**src/rtl/ov7670_config_sequencer.sv**
```systemverilog
// Walks the OV7670 config ROM and issues one SCCB write per entry; FFF0 settles, FFFF ends.
// Optional SCCB ready timeout is built only when CONFIG_TIMEOUT_EN is defined.
module ov7670_config_sequencer #(
    parameter int unsigned DELAY_CYCLES   = 250000,
    parameter int unsigned TIMEOUT_CYCLES = 65535
) (
    input  logic        clk,
    input  logic        rst,
    input  logic        start_i,
    output logic [7:0]  rom_addr_o,
    input  logic [15:0] rom_dout_i,
    input  logic        sccb_ready_i,
    output logic        sccb_start_o,
    output logic [7:0]  sccb_addr_o,
    output logic [7:0]  sccb_data_o,
    output logic        busy_o,
    output logic        done_o,
    output logic        error_o
);

    typedef enum logic [3:0] {
        StIdle,
        StFetch,
        StDecode,
        StIssue,
        StHold,
        StWaitAck,
        StDelay,
        StNext,
        StFinish
    } state_e;

    localparam logic [15:0] EntryEnd   = 16'hFFFF;
    localparam logic [15:0] EntryDelay = 16'hFFF0;
    localparam logic [31:0] DelayLast  = 32'(DELAY_CYCLES - 1);

    state_e      state_q;
    logic [7:0]  rom_addr_q;
    logic        sccb_start_q;
    logic [7:0]  sccb_addr_q;
    logic [7:0]  sccb_data_q;
    logic        busy_q;
    logic        done_q;
    // Shared by the ROM fetch wait and the settle delay; the two never overlap.
    logic [31:0] cnt_q;

`ifdef CONFIG_TIMEOUT_EN
    localparam logic [31:0] TimeoutLast = 32'(TIMEOUT_CYCLES - 1);
    logic [31:0] to_cnt_q;
    logic        error_q;
    assign error_o = error_q;
`else
    logic unused_timeout;
    assign unused_timeout = ^32'(TIMEOUT_CYCLES);
    assign error_o        = 1'b0;
`endif

    always_ff @(posedge clk or posedge rst) begin
        if (rst) begin
            state_q      <= StIdle;
            rom_addr_q   <= '0;
            sccb_start_q <= 1'b0;
            sccb_addr_q  <= '0;
            sccb_data_q  <= '0;
            busy_q       <= 1'b0;
            done_q       <= 1'b0;
            cnt_q        <= '0;
`ifdef CONFIG_TIMEOUT_EN
            to_cnt_q     <= '0;
            error_q      <= 1'b0;
`endif
        end else begin
            sccb_start_q <= 1'b0;
            case (state_q)
                StIdle: begin
                    if (start_i) begin
                        rom_addr_q <= '0;
                        busy_q     <= 1'b1;
                        done_q     <= 1'b0;
                        cnt_q      <= '0;
`ifdef CONFIG_TIMEOUT_EN
                        error_q    <= 1'b0;
`endif
                        state_q    <= StFetch;
                    end
                end
                StFetch: begin
                    if (cnt_q == 32'd1) begin
                        state_q <= StDecode;
                    end else begin
                        cnt_q <= cnt_q + 32'd1;
                    end
                end
                StDecode: begin
                    if (rom_dout_i == EntryEnd) begin
                        state_q <= StFinish;
                    end else if (rom_dout_i == EntryDelay) begin
                        cnt_q   <= '0;
                        state_q <= StDelay;
                    end else begin
                        sccb_addr_q <= rom_dout_i[15:8];
                        sccb_data_q <= rom_dout_i[7:0];
`ifdef CONFIG_TIMEOUT_EN
                        to_cnt_q    <= '0;
`endif
                        state_q     <= StIssue;
                    end
                end
                StIssue: begin
                    if (sccb_ready_i) begin
                        sccb_start_q <= 1'b1;
                        state_q      <= StHold;
                    end
`ifdef CONFIG_TIMEOUT_EN
                    else if (to_cnt_q == TimeoutLast) begin
                        error_q <= 1'b1;
                        busy_q  <= 1'b0;
                        done_q  <= 1'b1;
                        state_q <= StIdle;
                    end else begin
                        to_cnt_q <= to_cnt_q + 32'd1;
                    end
`endif
                end
                StHold: begin
                    // The master drops ready in response to the pulse, so it is not sampled here.
`ifdef CONFIG_TIMEOUT_EN
                    to_cnt_q <= '0;
`endif
                    state_q <= StWaitAck;
                end
                StWaitAck: begin
                    if (sccb_ready_i) begin
                        state_q <= StNext;
                    end
`ifdef CONFIG_TIMEOUT_EN
                    else if (to_cnt_q == TimeoutLast) begin
                        error_q <= 1'b1;
                        busy_q  <= 1'b0;
                        done_q  <= 1'b1;
                        state_q <= StIdle;
                    end else begin
                        to_cnt_q <= to_cnt_q + 32'd1;
                    end
`endif
                end
                StDelay: begin
                    if (cnt_q == DelayLast) begin
                        state_q <= StNext;
                    end else begin
                        cnt_q <= cnt_q + 32'd1;
                    end
                end
                StNext: begin
                    if (rom_addr_q == 8'hFF) begin
                        state_q <= StFinish;
                    end else begin
                        rom_addr_q <= rom_addr_q + 8'd1;
                        cnt_q      <= '0;
                        state_q    <= StFetch;
                    end
                end
                StFinish: begin
                    busy_q  <= 1'b0;
                    done_q  <= 1'b1;
                    state_q <= StIdle;
                end
                default: state_q <= StIdle;
            endcase
        end
    end

    assign rom_addr_o   = rom_addr_q;
    assign sccb_start_o = sccb_start_q;
    assign sccb_addr_o  = sccb_addr_q;
    assign sccb_data_o  = sccb_data_q;
    assign busy_o       = busy_q;
    assign done_o       = done_q;

endmodule

```
**config.mk**
```make
export PLATFORM = sky130hd
export DESIGN_NAME = ov7670_config_sequencer
export DESIGN_NICKNAME = d
export VERILOG_FILES = /design/src/rtl/ov7670_config_sequencer.sv
export SDC_FILE = /design/constraint.sdc
export NUM_CORES = 1
export LEC_CHECK = 0
export CAP_MARGIN = 20
export CORE_MARGIN = 4
export CORE_UTILIZATION = 50
export DETAILED_ROUTE_END_ITERATION = 8
export PLACE_DENSITY = 0.84
export SYNTH_ARGS = -nofsm -noshare
export SYNTH_HDL_FRONTEND = slang
export SYNTH_SLANG_ARGS = --single-unit
```
**constraint.sdc**
```tcl
create_clock -name clk -period 2.4 [get_ports clk]
set_input_delay 0.48 -clock clk [delete_from_list [all_inputs] [get_ports clk]]
set_output_delay 0.48 -clock clk [all_outputs]
set_load 0.02 [all_outputs]
```
**Metal 3**

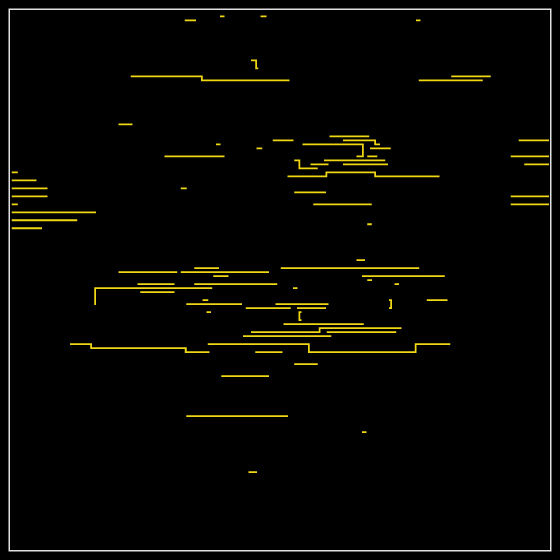
wire length on this layer: 561 um
longest straight run: 23.2 um
main direction: horizontal
nets with wire on the layer: 57
vias: 3324
GR Util met3: 5.742%
drt total wl: 9.838 mm

**Selected gate families**

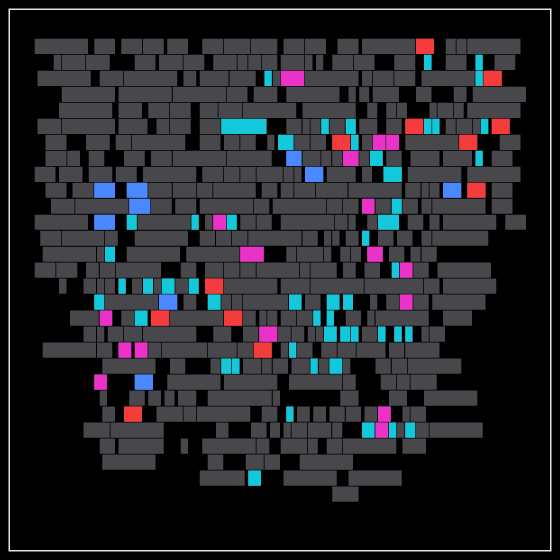
[cyan] nor cells | cells: 51 | most used: nor2_1
[blue] non-inverting ao/oa cells | cells: 9 | most used: a22o_1
[magenta] and/or cells | cells: 17 | most used: and2_1
[red] xor and xnor cells | cells: 12 | most used: xnor2_1
Comb area share: 40.74%
most used logic cell in the final layout: dfrtp_1
fin cells: 535

==> qor.yml <==
outcome: "finished clean"
netlist.area_leader.share_pct: 44.82
synth.area.top_cells: "dfrtp_1 45%, o31ai_1 8.1%, mux2_2 5.1%, nand4_1 3.7%, nand3_1 2.7%"
syn-instance-count: 359
min_from: "rom_dout_i[0]"
met1_usage_pct: 30.26
cts-root-buf: "clkbuf_8"
crit_chain: "and2_1 > a221oi_1 > buf_4 > o211ai_4 > or3_4 > buf_12 > o31ai_1"
ys_area_sq_um: 3517
critical_path.top_delay_family: "simple AND/OR/NAND/NOR gates"
r2r-start: "state_q[1]"
synth-seq-area-share_pct: 44.82
insertion_delay_ps: 360
fin_hold_ws_ps: 431.5
met2WireLength_mm: 4.931
cp-start-kind: "register"
wl_met3_um: 561
syn_area_per_cell_sq_um: 9.797
worst_path_max_delay_cell: "dfrtp_1"
synth-cells-yosys: 359
power.internal_mw: 2.842
yosysTopAreaCell: "dfrtp_1"
crit_required_ps: 2660
top_layer_used: "met4"
xor_share_pct: 2.988
io-pin-count: 48
clkbuf_count: 10
critPathKind: "reg2reg"
n_antenna_cell: 0
ant_nets: 0
cts_hold_buf: 0
numSynthFlops: 63
**Sequential cells colored by netlist name**

The bar under the picture is 20 um long. Other sequential cells in the stronger gray, the rest of the logic in the fainter gray.
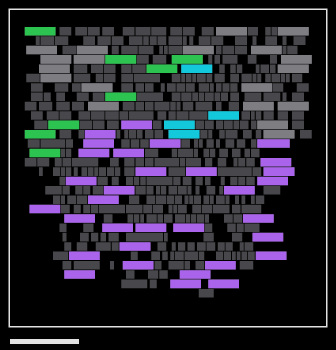
[purple] cnt_q | placed flops: 32
[green] sccb_data_o | placed flops: 8
[cyan] state_q | placed flops: 4
not colored: 19
register area: 1578 sq um
fin util: 68.06%
P_seq: 1.51 mW

**Metal 2**

The bar under the picture is 20 um long.
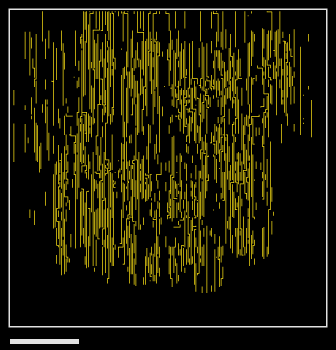
nets with wire on the layer: 405
share of all routed wire: 50%
wire length on this layer: 4930 um
longest straight run: 33.0 um
main direction: vertical
grt met2 use: 38.26%

Power and IR drop assume default switching activity.
